`src/rtl/valid_accumulator.sv`:
```
// Lane-masked OR reduction of LANES valid vectors, two-stage pipeline with
// optional sticky accumulation across a frame and valid/ready output.
module valid_accumulator #(
    parameter int LANES = 32,
    parameter int WIDTH = 32,
    parameter int GROUP = 8,
    parameter int CNT_W = 16
) (
    input  logic                         clk,
    input  logic                         rst_n,
    input  logic                         clear,
    input  logic                         in_valid,
    output logic                         in_ready,
    input  logic [LANES*WIDTH-1:0]       din,
    input  logic [LANES-1:0]             lane_mask,
    input  logic                         mode,
    input  logic                         frame_last,
    output logic                         out_valid,
    input  logic                         out_ready,
    output logic [WIDTH-1:0]             dout,
    output logic [$clog2(WIDTH+1)-1:0]   out_count,
    output logic [CNT_W-1:0]             out_beats
);

    localparam int NG = LANES / GROUP;
    localparam int CW = $clog2(WIDTH + 1);

    logic                      w_en;
    logic                      w_emit;
    logic [NG-1:0][WIDTH-1:0]  w_part;
    logic [WIDTH-1:0]          w_b;
    logic [WIDTH-1:0]          w_merged;
    logic [CNT_W-1:0]          w_n;

    logic [NG-1:0][WIDTH-1:0]  r_a_part;
    logic                      r_a_valid;
    logic                      r_a_mode;
    logic                      r_a_last;
    logic [WIDTH-1:0]          r_acc;
    logic [CNT_W-1:0]          r_cnt;
    logic                      r_out_valid;
    logic [WIDTH-1:0]          r_dout;
    logic [CW-1:0]             r_count;
    logic [CNT_W-1:0]          r_beats;

    function automatic logic [CW-1:0] popcnt(input logic [WIDTH-1:0] v);
        logic [CW-1:0] c;
        c = '0;
        for (int unsigned i = 0; i < WIDTH; i++) begin
            c = c + CW'(v[i]);
        end
        return c;
    endfunction

    // The whole pipeline advances only when the output register can take a result.
    assign w_en     = !(r_out_valid && !out_ready);
    assign in_ready = w_en && !clear;

    always_comb begin
        w_part = '0;
        for (int unsigned g = 0; g < NG; g++) begin
            for (int unsigned k = 0; k < GROUP; k++) begin
                w_part[g] = w_part[g] |
                    (din[(g*GROUP+k)*WIDTH +: WIDTH] & {WIDTH{lane_mask[g*GROUP+k]}});
            end
        end
    end

    always_comb begin
        w_b = '0;
        for (int unsigned g = 0; g < NG; g++) begin
            w_b = w_b | r_a_part[g];
        end
    end

    assign w_merged = r_acc | w_b;
    assign w_n      = (&r_cnt) ? r_cnt : r_cnt + 1'b1;
    // A mode-0 beat also flushes anything a preceding mode-1 run left in r_acc.
    assign w_emit   = !r_a_mode || r_a_last;

    always_ff @(posedge clk or negedge rst_n) begin
        if (!rst_n) begin
            r_a_part    <= '0;
            r_a_valid   <= 1'b0;
            r_a_mode    <= 1'b0;
            r_a_last    <= 1'b0;
            r_acc       <= '0;
            r_cnt       <= '0;
            r_out_valid <= 1'b0;
            r_dout      <= '0;
            r_count     <= '0;
            r_beats     <= '0;
        end else if (clear) begin
            r_a_valid   <= 1'b0;
            r_acc       <= '0;
            r_cnt       <= '0;
            r_out_valid <= 1'b0;
        end else if (w_en) begin
            r_a_valid <= in_valid;
            if (in_valid) begin
                r_a_part <= w_part;
                r_a_mode <= mode;
                r_a_last <= frame_last;
            end
            r_out_valid <= r_a_valid && w_emit;
            if (r_a_valid) begin
                if (w_emit) begin
                    r_dout  <= w_merged;
                    r_count <= popcnt(w_merged);
                    r_beats <= w_n;
                    r_acc   <= '0;
                    r_cnt   <= '0;
                end else begin
                    r_acc   <= w_merged;
                    r_cnt   <= w_n;
                end
            end
        end
    end

    assign out_valid = r_out_valid;
    assign dout      = r_dout;
    assign out_count = r_count;
    assign out_beats = r_beats;

endmodule

```
`config.mk`:
```
export PLATFORM = sky130hd
export DESIGN_NAME = valid_accumulator
export DESIGN_NICKNAME = d
export VERILOG_FILES = /design/src/rtl/valid_accumulator.sv
export SDC_FILE = /design/constraint.sdc
export NUM_CORES = 1
export LEC_CHECK = 0
export CORE_AREA = 2 2 431 433
export CTS_BUF_LIST = sky130_fd_sc_hd__clkbuf_8
export DETAILED_ROUTE_END_ITERATION = 6
export DIE_AREA = 0 0 433 435
export PLACE_DENSITY_LB_ADDON = 0.08
export SYNTH_ARGS = -nofsm -noshare
export SYNTH_HDL_FRONTEND = slang
export SYNTH_SLANG_ARGS = --single-unit
```
`constraint.sdc`:
```
create_clock -name clk -period 6.1 [get_ports clk]
set_clock_uncertainty 0.15 [all_clocks]
set_input_delay 0.915 -clock clk [delete_from_list [all_inputs] [get_ports clk]]
set_output_delay 0.915 -clock clk [all_outputs]
set_load 0.02 [all_outputs]
```
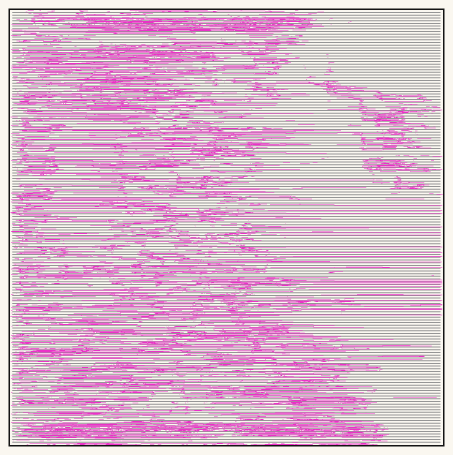
Run 1: met1 routing
(1 px per um) Supply wires on this layer in gray.
share of all routed wire	40%
longest straight run	288 um
nets with wire on the layer	3502
wire length on this layer	77.4 mm
Vias: 20300
met1 Use GR: 23.4%

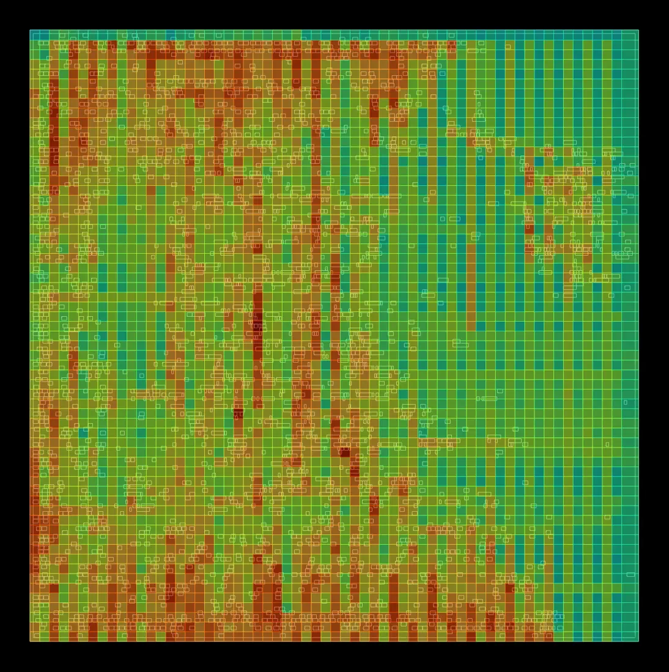
Run 1: routing congestion
global routing's busiest layer: met2
final core occ: 16.6%
met3 Usage GRT: 5.36%
drt wl/cell: 37.0 um
total track usage: 20.0%

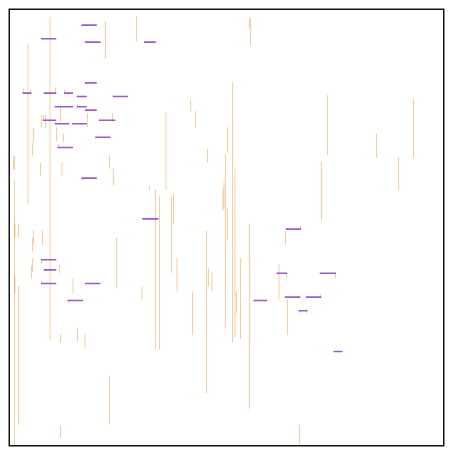
Run 1: routed metal, one color a layer
(1 px per um) Two of the layers only.
color	layer	wire length
purple	met5	411 um
orange	met4	3690 um
routed wire length: 194000 um

==> deck_impl_summary.md, run 1 <==
Key Metrics from the Run

Clocking
  • Clock Latency Late Sink: ~0.7 ns
  • # hold bufs at CTS: 0
  • Clk sinks: roughly 230
  • CTS tree: yes
  • Post-CTS Setup Inserts: 0
  • CTS resizes: 0

Yosys
  • Cell type with the largest total area: dfrtp_1
  • Yosys warns: 0
  • Post-synth ARST share: 100%
  • Yosys chip area: approximately 15000 um2
  • Syn Inst Count: roughly 1600
  • Synth top area cells: dfrtp_1, a22o_1, a221oi_1
  • Syn Nets: approximately 2700
  • Top-area cell type share of the netlist area: roughly 40%
  • Commonest cells post-synth: a22o_1, a221oi_1, dfrtp_1
  • Yosys stat cell total: 1605
  • Adder Area Share: ~3.9%
  • Mean Syn Cell Area: between 9 and 10 um2
  • Synth Area in XOR/XNOR: less than 1%

Finish
  • Signal buffers: ~1200
  • Area grow syn2layout: 104%
  • Most frequent logic cell in the layout: clkdlybuf4s50_1
  • Clock network area share: 3.72%
  • Flop area: just under 6000 um2
  • Register with the most flip-flops: r_a_part
  • Seq_cells: ~230

Die
  • Rows: around 160
  • Die Size: between 150000 and 200000 um2

Routing
  • DR vias/cell: a little under 4
  • Met1 WL: a little under 80000 um
  • Remaining DRCs: 0
  • 1st-iter DRT viols: 1528
  • DR pass1 iterations: 5

Pwr
  • Internal power: between 3 and 4 mW
  • Seq group: 1.85 mW
  • Pwr top: combinational logic
  • Max IR drop VDD: between 0.1 and 0.15 mV
  • Psw: around 2.2 mW
  • Sw Share: about 36%

Worst setup path
  • CP dominant cell by count: fa_1
  • Crit. End Element: flip-flop
  • CP Data Arrival Time: between 6 and 7 ns
  • CP Max Fanout: 2
  • R2r endpoint: out_count[4]
  • Crit path to: out_count[4]
  • Worst path cell trace: or4_1 -> nor2_2 -> inv_1 -> fa_1 -> inv_1 -> fa_1 -> fa_1 -> inv_1 -> fa_1 -> inv_1 -> fa_1 -> fa_1 -> inv_1 -> ha_2 -> fa_2 -> a21o_1 -> a21oi_2 -> xor2_1 -> o21ai_0
  • Reg-to-reg slack, setup: ~0.29 ns
  • Reg2reg start: r_a_part[25]

Timing
  • Worst rel slew slack: between 10% and 20%
  • Final Cycle Share: between 90% and 100%
  • Max-slew violation count: 0
  • Final Hold Viols: 0
  • Fmax: ~170 MHz

Placed design
  • Post-Place Cells: about 5000
  • DP HPWL: roughly 170000 um

Hold path
  • Worst Hold Class: in -> async

Global route
  • Initial antenna violation count: about 93
  • Largest net degree at the start of global routing: roughly 130

Outcome
  • Outcome: complete, no violations
==> inputs of run 2 (changes only) <==
--- a/config.mk
+++ b/config.mk
@@ -5,10 +5,10 @@
 export SDC_FILE = /design/constraint.sdc
 export NUM_CORES = 1
 export LEC_CHECK = 0
-export CORE_AREA = 2 2 431 433
+export CORE_AREA = 3 3 432 434
 export CTS_BUF_LIST = sky130_fd_sc_hd__clkbuf_8
 export DETAILED_ROUTE_END_ITERATION = 6
-export DIE_AREA = 0 0 433 435
+export DIE_AREA = 0 0 435 437
 export PLACE_DENSITY_LB_ADDON = 0.08
 export SYNTH_ARGS = -nofsm -noshare
 export SYNTH_HDL_FRONTEND = slang
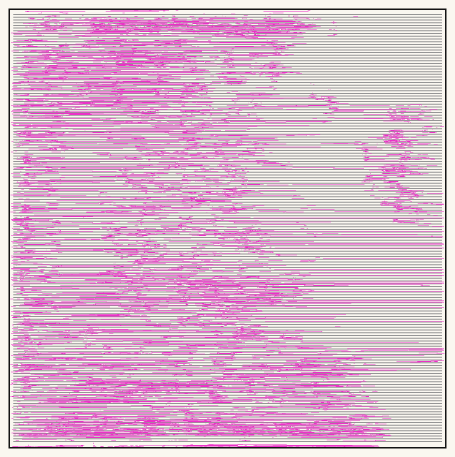
Run 2: met1 routing
(1 px per um) Supply wires on this layer in gray.
longest straight run	196 um
wire length on this layer	78.1 mm
main direction	horizontal
nets with wire on the layer	3544
Vias: 20600
met1 Use GR: 22.9%
routed wire length: 194000 um

==> run 2 against run 1 <==
  * Largest power group unchanged
  * Critical path type unchanged
  * Synthesized cell count did not move
  * Count of clock-buffer cells in the layout rose by 2
  * Combinational power about the same
==> deck_impl_summary.md, run 2 <==
Key Metrics from the Run

Worst setup path
  • CP dominant cell by count: fa_1
  • Worst path cell trace: or4_1 -> nor2_1 -> inv_1 -> fa_1 -> inv_1 -> fa_1 -> inv_1 -> fa_1 -> fa_1 -> inv_1 -> fa_1 -> fa_1 -> inv_1 -> ha_1 -> fa_1 -> a21o_1 -> a21oi_1 -> xor2_1 -> o21ai_0
  • CP Max Fanout: 2 (unchanged)
  • Crit. End Element: flip-flop

Clocking
  • Post-CTS Setup Inserts: 0 (unchanged)
  • CTS tree: yes
  • Clk sinks: 234 (unchanged)
  • CTS resizes: 0 (unchanged)

Outcome
  • Outcome: complete, no violations

Timing
  • Fmax: 170 MHz (-1.4%)
  • Final Cycle Share: 96.6% (+1.4 points)
  • Final Hold Viols: 0 (unchanged)
  • Worst rel slew slack: 18.1% (+7.5 points)

Routing
  • DR vias/cell: 3.93 (+1.7%)
  • DR pass1 iterations: 7 (+2)
  • Met1 WL: 78100 um (+0.87%)
  • Drt wl/cell: 36.9 um (-0.23%)
  • 1st-iter DRT viols: 1488 (-2.6%)

Yosys
  • Syn Inst Count: 1605 (unchanged)
  • Syn Nets: 2700 (unchanged)
  • Commonest cells post-synth: a22o_1, a221oi_1, dfrtp_1
  • Yosys warns: 0 (unchanged)
  • Synth top area cells: dfrtp_1, a22o_1, a221oi_1
  • Top-area cell type share of the netlist area: 39.0% (unchanged)
  • Yosys stat cell total: 1605 (unchanged)
  • Post-synth ARST share: 100% (unchanged)
  • Yosys chip area: 15000 um2 (unchanged)
  • Cell type with the largest total area: dfrtp_1
  • Adder Area Share: 3.87% (unchanged)
  • Synth Area in XOR/XNOR: 0.584% (unchanged)

Hold path
  • Worst Hold Class: in -> async

Pwr
  • Seq group: 1.86 mW (about the same)
  • Pwr top: combinational logic
  • Sw Share: 35.4% (-0.62 points)

Placed design
  • Post-Place Cells: 5126 (-0.18%)

Finish
  • Seq_cells: 234 (unchanged)
  • Clock network area share: 3.85% (+0.13 points)
  • Most frequent logic cell in the layout: clkdlybuf4s50_1
  • Register with the most flip-flops: r_a_part

Global route
  • Met3 Usage GRT: 4.94% (-0.42 points)
  • Total track usage: 19.5% (-0.51 points)
  • Global routing's busiest layer: met2
  • Largest net degree at the start of global routing: 130 (unchanged)

Die
  • Die Size: 190000 um2 (+0.92%)
  • Rows: 157 (-0.63%)
==> inputs of run 3 (changes only) <==
--- a/config.mk
+++ b/config.mk
@@ -5,10 +5,11 @@
 export SDC_FILE = /design/constraint.sdc
 export NUM_CORES = 1
 export LEC_CHECK = 0
-export CORE_AREA = 3 3 432 434
+export CORE_AREA = 3 3 430 432
 export CTS_BUF_LIST = sky130_fd_sc_hd__clkbuf_8
 export DETAILED_ROUTE_END_ITERATION = 6
-export DIE_AREA = 0 0 435 437
+export DIE_AREA = 0 0 433 435
+export HOLD_SLACK_MARGIN = 0.02
 export PLACE_DENSITY_LB_ADDON = 0.08
 export SYNTH_ARGS = -nofsm -noshare
 export SYNTH_HDL_FRONTEND = slang
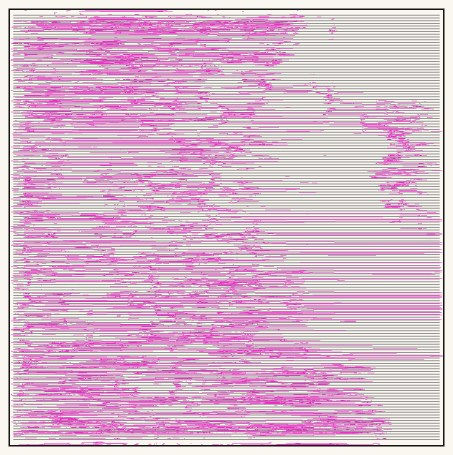
Run 3: met1 routing
(1 px per um) Supply wires on this layer in gray.
routed wire length: 195000 um
Vias: 20300
met1 Use GR: 23.4%

==> run 3 against run 2 <==
  * Sequential share of layout area up 0.16 points
  * Register-to-register slack improved by 0.02 ns
  * Highest routed layer unchanged
  * Sequential power is essentially flat
  * Via count fell by 1.3%
  * Fmax grew 0.40%
  * Setup slack improved by 0.023 ns
  * Critical endpoint unchanged
  * Global-route usage increased by 0.58 points
  * Die area fell by 0.92%
==> deck_impl_summary.md, run 3 <==
Key Metrics from the Run

Outcome
  • Outcome: complete, no violations

Die
  • Die Size: 188000 um2 (-0.92%)
  • Rows: 156 (-0.64%)

Routing
  • Drt wl/cell: 38.0 um (+2.9%)
  • DR pass1 iterations: 5 (-2)
  • DR vias/cell: 3.95 (+0.58%)
  • Met1 WL: 77800 um (-0.44%)

Finish
  • Register with the most flip-flops: r_a_part
  • Top class by area: buffers
  • Most frequent logic cell in the layout: clkdlybuf4s50_1
  • Clock network area share: 3.62% (-0.23 points)
  • Seq_cells: 234 (unchanged)

Clocking
  • Post-CTS Setup Inserts: 0 (unchanged)
  • Clk sinks: 234 (unchanged)
  • Clock Latency Late Sink: between 0.6 and 0.7 ns
  • CTS resizes: 0 (unchanged)

Worst setup path
  • CP Max Fanout: 2 (unchanged)
  • Worst path cell trace: or4_1 -> nor2_1 -> inv_1 -> fa_1 -> inv_1 -> fa_1 -> inv_1 -> fa_1 -> fa_1 -> inv_1 -> fa_1 -> fa_1 -> inv_1 -> ha_1 -> fa_2 -> a21o_1 -> a21oi_1 -> xor2_1 -> o21ai_0
  • CP dominant cell by count: fa_1
  • Crit. End Element: flip-flop

Pwr
  • Seq group: 1.86 mW (about the same)
  • Pwr top: combinational logic
  • Sw Share: 36.1% (+0.67 points)
  • Leakage: around 11 nW

Yosys
  • Synth top area cells: dfrtp_1, a22o_1, a221oi_1
  • Commonest cells post-synth: a22o_1, a221oi_1, dfrtp_1
  • Yosys chip area: 15000 um2 (unchanged)
  • Yosys warns: 0 (unchanged)
  • Cell type with the largest total area: dfrtp_1
  • Syn Inst Count: 1605 (unchanged)
  • Yosys stat cell total: 1605 (unchanged)
  • Synth Area in XOR/XNOR: 0.584% (unchanged)
  • Post-synth ARST share: 100% (unchanged)
  • Main kind of combinational logic by area: AND-OR/OR-AND gates
  • Syn Nets: 2700 (unchanged)
  • Top-area cell type share of the netlist area: 39.0% (unchanged)

Global route
  • First-pass GRT wire length: around 250000 um
  • Total track usage: 20.0% (+0.58 points)
  • Met3 Usage GRT: 4.95% (+0.0089 points)
  • Largest net degree at the start of global routing: 114 (-12%)
  • Global routing's busiest layer: met2

Timing
  • Final Hold Viols: 0 (unchanged)
  • Worst rel slew slack: 7.55% (-11 points)
  • Final Cycle Share: 96.3% (-0.38 points)
  • Fmax: 170 MHz (+0.40%)
  • Worst hold slack: ~0.11 ns

Hold path
  • Worst Hold Class: in -> async

Run
  • Tool warning count: 32

Placed design
  • Post-DP Area: 29200 um2

==> notes/layouts.md <==
Pictures saved along the way, in no particular order.

Close-up of the layout.
image #1
Region (202, 290) to (232, 320) um. Cells in gray, sequential cells in the stronger gray; small squares are vias.
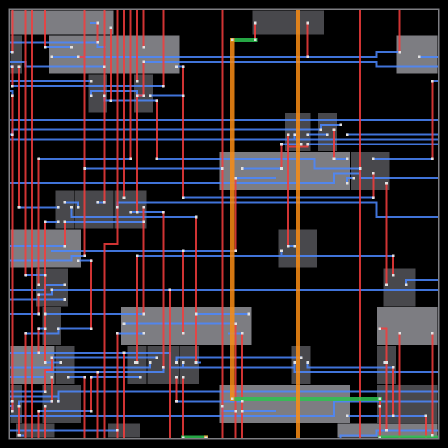
image #2
Region (202, 290) to (232, 320) um. Cells in gray, sequential cells in the stronger gray; small squares are vias.
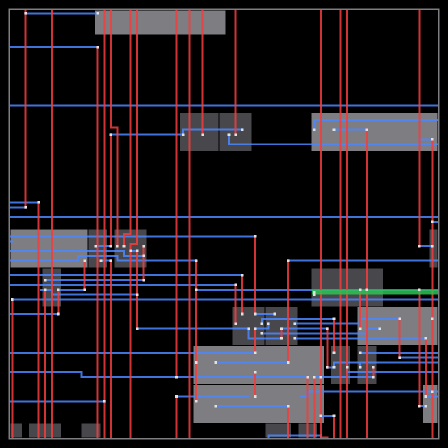
image #3
Region (202, 291) to (232, 321) um. Cells in gray, sequential cells in the stronger gray; small squares are vias.
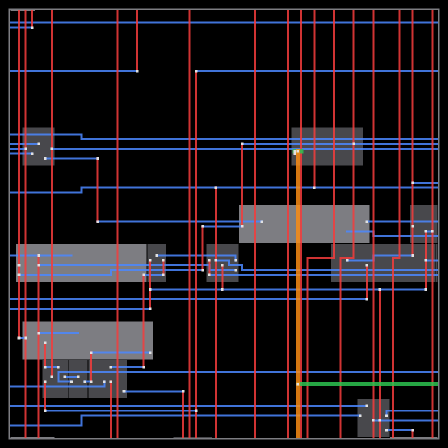
- run 1 = image #1
- run 2 = image #3
- run 3 = image #2

Key to image #3:
color	layer
red	met2
orange	met4
green	met3
blue	met1
netlist names of flops here include	`r_a_part` (2), `r_acc` (1)
most frequent	a31oi_1 (3), dfrtp_1 (3)
sequential cells in the window	3
cells with their middle in the window	13

No activity file was given, so power comes from the tool's default toggle rates.
